Run 1, close-up of the layout:
Region (67, 37) to (92, 62) µm. Cells in gray, sequential cells in the stronger gray; small squares are vias.
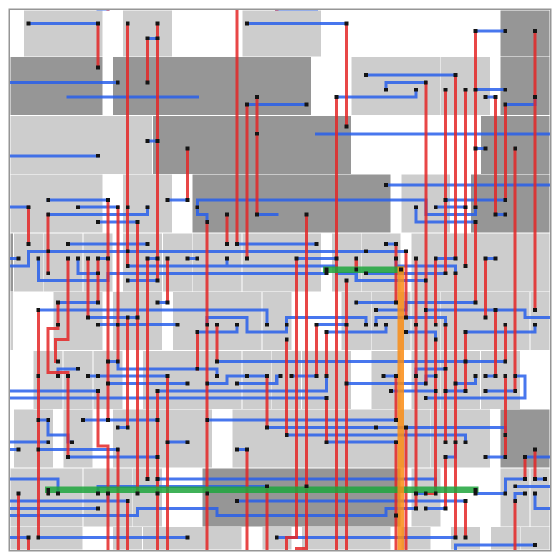
Run 1, the metal 1 layer:
Scale: 3 px per µm.
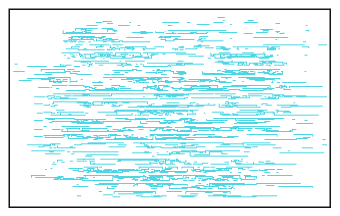
Run 1, logic cells by family:
Scale: 3 px per µm.
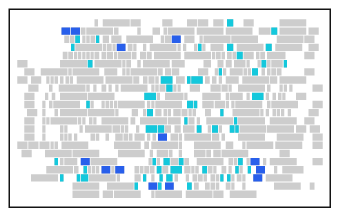
Run 1, sequential cells grouped by signal name:
Scale: 6 px per µm.
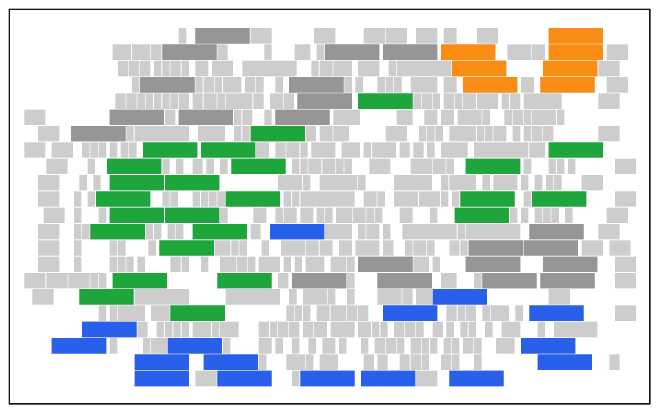
==> config.mk <==
export PLATFORM = sky130hd
export DESIGN_NAME = disp_scan_ctrl
export DESIGN_NICKNAME = d
export VERILOG_FILES = /design/src/rtl/disp_pkg.sv /design/src/rtl/bcd_to_seg7.sv /design/src/rtl/disp_scan_ctrl.sv
export SDC_FILE = /design/constraint.sdc
export NUM_CORES = 1
export LEC_CHECK = 0
export ABC_AREA = 1
export CORE_ASPECT_RATIO = 0.6
export CORE_MARGIN = 2
export CORE_UTILIZATION = 55
export CTS_BUF_LIST = sky130_fd_sc_hd__clkbuf_16
export CTS_CLUSTER_SIZE = 24
export DETAILED_ROUTE_END_ITERATION = 12
export PLACE_DENSITY_LB_ADDON = 0.3
export SYNTH_ARGS = -nofsm -noshare
export SYNTH_HDL_FRONTEND = slang
export SYNTH_SLANG_ARGS = --single-unit
==> constraint.sdc <==
create_clock -name CLK -period 2.5 [get_ports CLK]
set_input_delay 0.625 -clock CLK [delete_from_list [all_inputs] [get_ports CLK]]
set_output_delay 0.625 -clock CLK [all_outputs]
set_load 0.01 [all_outputs]
==> results.yml, run 1 <==
# yosys + openroad results
clock_network:
  cts-htree-levels: 3
flow_run:
  maxCapViolCount: 0
worst_setup_path:
  start_kind: "flip-flop"
  cp-end-kind: "flip-flop"
  slowest_stage: "dfrtp_1"
cells_and_area:
  inv_count: 45
  largest_reg_flops: 24
  layout.area.seq_um2: 1700
place:
  gp_congestion: 0.953
  dp_slack_ps: 197
  dpl.cell_count: 521
yosys:
  yosysWarnings: 0
  ys_ff: 68
  yosysChipArea_um2: 3470
run_status:
  status: "finished clean"
drt:
  post-route-drc-count: 0
  antenna_left: 0
global_route:
  overflow: 0
timing:
  rsz0062_at_grt: "false"
pwr:
  clkPwrFrac_pct: 48.3
-- 'close-up of the layout' (at the start) --
[met3] green
[met4] orange
[met1] blue
[met2] red
cells with their middle in the window: 54
sequential cells in the window: 4
most frequent: nand2_1 (12), nor2_2 (6), a21oi_1 (5)

-- 'the metal 1 layer' (at the start) --
longest straight run: 29.9 µm
nets with wire on the layer: 432
wire length on this layer: 3850 µm
main direction: horizontal
grt met1 use: 35.7%
via count: 2787
final wirelength: 7.76 mm

-- 'logic cells by family' (at the start) --
[NOR gates] cyan | cells: 55 | most used: nor2_1
[XOR/XNOR gates] blue | cells: 13 | most used: xor2_1
most instantiated logic cell after routing: nand2_1
fraction of area in multi-input gates: 35.8%
final std cells w/o fill: 537

-- 'sequential cells grouped by signal name' (at the start) --
[`Seg`] orange | flops: 7 | where: upper right
[`snap`] green | flops: 24
[`presc`] blue | flops: 16
sequential cell area share: 40.1%
Layout Utilization: 69.5%

## run 1: Yosys cell counts (all sizes together)
| library cell | instances |
|---|---|
| a211oi | 1 |
| a21o | 1 |
| a21oi | 9 |
| a31oi | 1 |
| buf | 8 |
| clkbuf | 3 |
| clkinv | 2 |
| dfrtp | 68 |
| ha | 8 |
| inv | 43 |
| nand2 | 128 |
| nand3 | 33 |
| nand3b | 2 |
| nand4 | 10 |
| nor2 | 42 |
| nor3 | 10 |
| nor3b | 1 |
| nor4 | 2 |
| o2111ai | 1 |
| o21a | 1 |
| o21ai | 9 |
| o31ai | 2 |
| or2 | 2 |
| xnor2 | 2 |
| xor2 | 11 |
## run 1: per-layer routing
metal,up-vias,wire length [µm]
met5,-,0
met2,117,3280
met4,0,68
li1,1370,-
met3,8,562
met1,1292,3850
Run 1, track usage over the die:
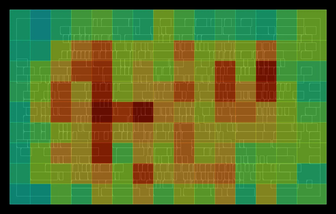

--- run 2 (diff from run 1) ---
- SYNTH_HIERARCHICAL: unset -> 1
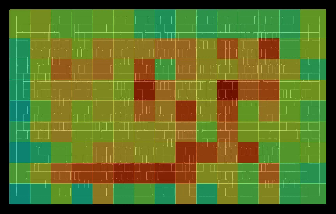
Run 2: track usage over the die
met2 GRT Util: 31.5%
GRT met3 Usage: 10.9%
grt met1 use: 38.2%
Layout Utilization: 69.3%

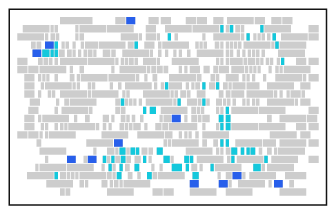
Run 2: logic cells by family
Scale: 3 px per µm.
[XOR/XNOR gates] blue | cells: 11 | most used: xor2_1
[NOR gates] cyan | cells: 56 | most used: nor2_1
final std cells w/o fill: 559
fraction of area in multi-input gates: 33.9%

==> run 2 against run 1 <==
Against the previous run:
- combinational power rose by 21%
- clock power increased by 9%
- highest routed layer unchanged
- cell count increased by 4.1%
- design area down 1.6%
- critical endpoint unchanged
- die size down 2.4%
==> results.yml, run 2 <==
# yosys + openroad results
run_status:
  status: "finished clean"
clock_network:
  cts.sink_count: 68
place:
  dpl.cell_count: 543
  gp_congestion: 0.885
  dp_slack_ps: 165
cells_and_area:
  largest_reg_flops: 24
  drive_gt1_share_pct: 7.79
  layout_top_cell: "nand2_1"
drt:
  top_layer: "met4"
  wl_met2_mm: 2.88
  antenna_left: 0
  post-route-drc-count: 0
  dr_wl_met3_um: 545
worst_setup_path:
  slowest_stage: "dfrtp_2"
  start_kind: "flip-flop"
  rrSetupSlack_ps: 220
  cp-end-kind: "flip-flop"
yosys:
  ys_ff: 68
  async_flop_share_pct: 100
  yosysWarnings: 6
  synthTopCellsByCount: "nand2_1, dfrtp_1, inv_1"
  synth-edff-count: 0
  most_common_cell: "nand2_1"
pwr:
  power.group.top: "the clock network"
  p_leak_nw: 2.10
  intPower_mw: 1.91
  clkPwrFrac_pct: 50.0
timing:
  rsz0062_at_grt: "false"
global_route:
  overflow: 0
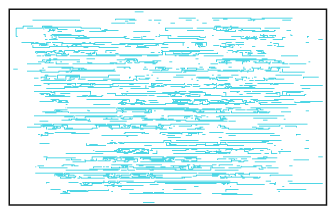
Run 2: the metal 1 layer
Scale: 3 px per µm.
wire length on this layer: 3940 µm
nets with wire on the layer: 450
via count: 2844
final wirelength: 7.47 mm

## run 2: cell types whose count changed in the layout (fill, tap and decap cells not counted), moves of 6 or more
cell,previous run,this run
nor2_2,11,3
inv_1,39,50
nand2_1,116,145
nor2_1,25,37
nand2_4,6,0
nor2_4,6,0
## run 2: area by class of cell
| class | count | area (µm²) |
|---|---|---|
| Clock inverter | 7 | 60.1 |
| Tap cell | 84 | 105 |
| Fill cell | 467 | 1850 |
| Timing Repair Buffer | 47 | 468 |
| Inverter | 53 | 200 |
| Multi-Input combinational cell | 291 | 1420 |
| Sequential cell | 68 | 1700 |
| Clock buffer | 9 | 225 |
No activity file was given, so power comes from the tool's default toggle rates.
